<file path="src/rtl/reg_pipe_skid_nch.sv">
// reg_pipe_skid_nch: N-channel pipeline register slice with a 2-entry skid buffer.
//
// Handshake: a word moves across a port on a rising CLK edge only when that
// port's valid and ready are both 1 at the edge (fire = valid & ready). A
// producer holds valid and data stable until the word fires, and ready may
// not depend combinationally on valid. Here in_ready comes from a register
// (gated only by ENABLE), so there is no path from out_ready to in_ready.
//
// State is the number of words held (EMPTY/ONE/TWO) and is exported directly
// on occupancy. The main register always holds the head word and drives
// out_data. The skid register catches the one word that can arrive in the
// cycle after downstream stalls, before the registered in_ready drops.
//
// Optional build macro: REG_PIPE_SKID_STATS_EN adds saturating xfer_count and
// stall_count outputs. The datapath is identical with and without it.
module reg_pipe_skid_nch #(
    parameter int NUM_CH  = 3,
    parameter int DATA_W  = 32,
    parameter int STATS_W = 16
) (
    input  logic                     CLK,
    input  logic                     CLEAR,
    input  logic                     ENABLE,
    input  logic                     in_valid,
    output logic                     in_ready,
    input  logic [NUM_CH*DATA_W-1:0] in_data,
    output logic                     out_valid,
    input  logic                     out_ready,
    output logic [NUM_CH*DATA_W-1:0] out_data,
    output logic [1:0]               occupancy
`ifdef REG_PIPE_SKID_STATS_EN
    ,
    output logic [STATS_W-1:0]       xfer_count,
    output logic [STATS_W-1:0]       stall_count
`endif
);

    localparam int W = NUM_CH * DATA_W;

    typedef enum logic [1:0] {
        EMPTY = 2'd0,
        ONE   = 2'd1,
        TWO   = 2'd2
    } state_t;

    state_t         state_q;
    state_t         state_d;
    logic           ready_q;
    logic [W-1:0]   main_q;
    logic [W-1:0]   skid_q;

    logic           in_fire;
    logic           out_fire;
    logic           load_main_in;
    logic           load_main_skid;
    logic           load_skid;

    // Port decode: both handshake outputs are frozen low while ENABLE=0, which
    // also guarantees no fire (and hence no register update) in that state.
    assign in_ready  = ENABLE & ready_q;
    assign out_valid = ENABLE & (state_q != EMPTY);
    assign out_data  = main_q;
    assign occupancy = state_q;

    assign in_fire  = in_valid & in_ready;
    assign out_fire = out_valid & out_ready;

    // State register plus the registered ready flag, which looks at the next
    // state so in_ready is already low in the first cycle spent in TWO.
    always_ff @(posedge CLK) begin
        if (CLEAR) begin
            state_q <= EMPTY;
            ready_q <= 1'b1;
        end else begin
            state_q <= state_d;
            ready_q <= (state_d != TWO);
        end
    end

    // Next-state and register-load decode for the occupancy FSM.
    always_comb begin
        state_d        = state_q;
        load_main_in   = 1'b0;
        load_main_skid = 1'b0;
        load_skid      = 1'b0;
        case (state_q)
            EMPTY: begin
                if (in_fire) begin
                    state_d      = ONE;
                    load_main_in = 1'b1;
                end
            end
            ONE: begin
                case ({in_fire, out_fire})
                    2'b10: begin
                        // Downstream stalled: park the new word behind the head.
                        state_d   = TWO;
                        load_skid = 1'b1;
                    end
                    2'b11: begin
                        // Head leaves while a new word arrives: replace in place.
                        state_d      = ONE;
                        load_main_in = 1'b1;
                    end
                    2'b01: begin
                        state_d = EMPTY;
                    end
                    default: begin
                        state_d = ONE;
                    end
                endcase
            end
            TWO: begin
                // in_ready is low here, so only the drain path exists.
                if (out_fire) begin
                    state_d        = ONE;
                    load_main_skid = 1'b1;
                end
            end
            default: begin
                state_d = EMPTY;
            end
        endcase
    end

    // Datapath registers: main takes either the input or the skid word; skid
    // only ever takes the input. All channels move together as one vector.
    always_ff @(posedge CLK) begin
        if (CLEAR) begin
            main_q <= '0;
            skid_q <= '0;
        end else begin
            if (load_main_in) begin
                main_q <= in_data;
            end else if (load_main_skid) begin
                main_q <= skid_q;
            end
            if (load_skid) begin
                skid_q <= in_data;
            end
        end
    end

`ifdef REG_PIPE_SKID_STATS_EN
    // Saturating transfer and stall counters; both hold while ENABLE=0
    // because out_valid is forced low then.
    always_ff @(posedge CLK) begin
        if (CLEAR) begin
            xfer_count  <= '0;
            stall_count <= '0;
        end else begin
            if (out_fire && (xfer_count != {STATS_W{1'b1}})) begin
                xfer_count <= xfer_count + STATS_W'(1);
            end
            if (out_valid && !out_ready && (stall_count != {STATS_W{1'b1}})) begin
                stall_count <= stall_count + STATS_W'(1);
            end
        end
    end
`endif

endmodule

</file>
<file path="config.mk">
export PLATFORM = sky130hd
export DESIGN_NAME = reg_pipe_skid_nch
export DESIGN_NICKNAME = d
export VERILOG_FILES = /design/src/rtl/reg_pipe_skid_nch.sv
export SDC_FILE = /design/constraint.sdc
export NUM_CORES = 1
export LEC_CHECK = 0
export ABC_AREA = 0
export CELL_PAD_IN_SITES_DETAIL_PLACEMENT = 1
export CELL_PAD_IN_SITES_GLOBAL_PLACEMENT = 1
export CORE_ASPECT_RATIO = 1.5
export CORE_MARGIN = 5
export CORE_UTILIZATION = 41
export CTS_BUF_LIST = sky130_fd_sc_hd__clkbuf_4 sky130_fd_sc_hd__clkbuf_8
export CTS_CLUSTER_SIZE = 28
export DETAILED_ROUTE_END_ITERATION = 6
export HOLD_SLACK_MARGIN = 0.12
export PLACE_DENSITY_LB_ADDON = 0.1
export REMOVE_ABC_BUFFERS = 1
export SETUP_SLACK_MARGIN = 0.15
export SLEW_MARGIN = 15
export SYNTH_ARGS = -nofsm -noshare
export SYNTH_HDL_FRONTEND = slang
export SYNTH_SLANG_ARGS = --single-unit
</file>
<file path="constraint.sdc">
create_clock -name CLK -period 3.45 [get_ports CLK]
set_input_delay 0.5175 -clock CLK [delete_from_list [all_inputs] [get_ports CLK]]
set_output_delay 0.5175 -clock CLK [all_outputs]
set_load 0.02 [all_outputs]
</file>
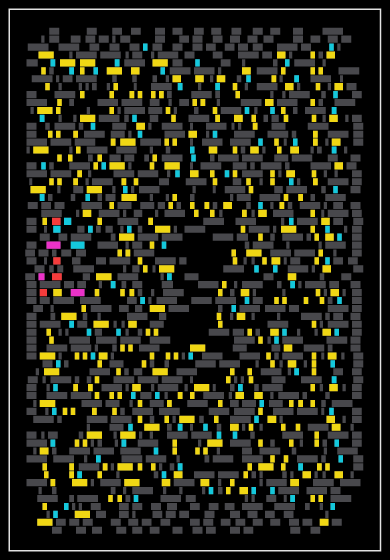
Figure 1: logic cells by family.
family	color	cells
and/or cells	magenta	3
non-inverting ao/oa cells	red	4
nor cells	cyan	99
aoi and oai cells	yellow	290

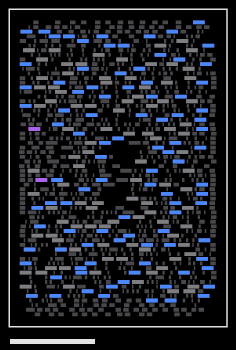
Figure 2: register map, names as in the netlist.
Scale bar: 50 um. Other sequential cells in the stronger gray, the rest of the logic in the fainter gray.
name in the netlist	color	placed flops
`out_data`	blue	96
`occupancy`	purple	2
not colored	97

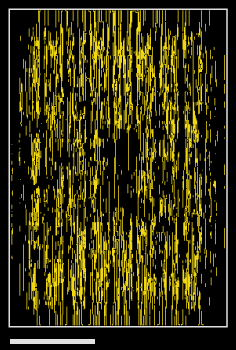
Figure 3: metal 2.
Scale bar: 50 um.
wire length on this layer	13,500 um
share of all routed wire	51%
main direction	vertical

==> summary.txt <==
Implementation results are summarized by area below.

Flow run
The number of warnings reported in the stage logs is 29.

Pwr
For this design the static power due to leakage is 3.35 nW. The largest share of the power goes to sequential cells. The combinational power reported by the tool is 0.816 mW. The switching power share of the total is 29.8%.

Clocking
The CTS sink count is 195. In this run the number of H-tree levels came out at 4.

Critical path
Listed in order, past its start point the critical path passes clkdlybuf4s50_1 -> and2_1 -> clkdlybuf4s50_1. The category of the most critical setup path is input port to primary output. The worst setup path is captured at a primary output.

The data required time of the worst path is 2.93 ns. In this design, the largest share of critical-path delay is due to buffers and inverters. The number of cell instances on the worst register-to-register path is 4. According to the timing report, the arrival time at the worst endpoint equals 1.94 ns.

Global routing
The largest net degree at the start of global routing is 193. In the global route stage, overall resource usage came out at 22.4%.

Synth
Summed over its instances, the top area cell type makes up 46.4% of the synthesized netlist area. The post-synthesis cell type with the largest combined area is dfxtp_1. The chip area estimate from yosys synthesis is 0.00841 sq mm. The synthesized netlist occupies a cell area of 0.00841 sq mm. In the synthesized netlist, mux cells make up 0% of the area. The proportion of synthesized chip area in sequential cells is 46.4%. Warnings reported by Yosys during synthesis add up to 0. The number of synthesized flops with an enable pin is 0.

Outcome
The flow ran to the end, and the final reports show no timing, DRC or antenna violations.

Routing
The wire length recorded after detailed routing is 26,500 um. The wire length per cell after detailed routing is 18.9 um. The count of nets left with antenna violations once routing finished came out at 0.

Finish
The summed area of non-filler cells in the final layout is 0.0108 sq mm. After filler insertion, the fill cell instance count of the layout stands at 2,455.

STA
Looking at the max-slew report, the worst-margin pin has a slew of 0.854 ns. The post-layout minimum cycle time is 2.46 ns. Timing would allow up to 407 MHz.

Place
The number of I/O port buffers is 200. The instance count after placement with tap cells included is 1,370.

Floorplanning
The overall chip area is 0.0235 sq mm.
-- path summary, 6_finish.rpt --
| path | start | slack [ns] | to |
|---|---|---|---|
| worst max-delay path | ENABLE | 0.99 | in_ready |
| worst min-delay path | skid_q[9] | 0.47 | out_data[9] |
| worst max register to register | occupancy[1] | 1.49 | out_data[67] |
| worst min register to register | skid_q[9] | 0.47 | out_data[9] |
-- cell type report --
type                            instances  share of cell area (%)
Multi-Input combinational cell        694                    36.3
Clock inverter                         12                    1.06
Tap cell                              264                    3.07
Clock buffer                           20                    2.50
Sequential cell                       195                    36.2
Timing Repair Buffer                  217                    20.8
-- routing by layer --
layer  global-route usage, %  share of wire (%)  routed length [um]
met2                    39.1                 51               13500
met4                    4.77               0.90                 240
met5                       0                  0                   0
met3                    4.45                4.5                1210
met1                    28.7                 44               11600
Power is estimated from default activity; no workload was simulated.
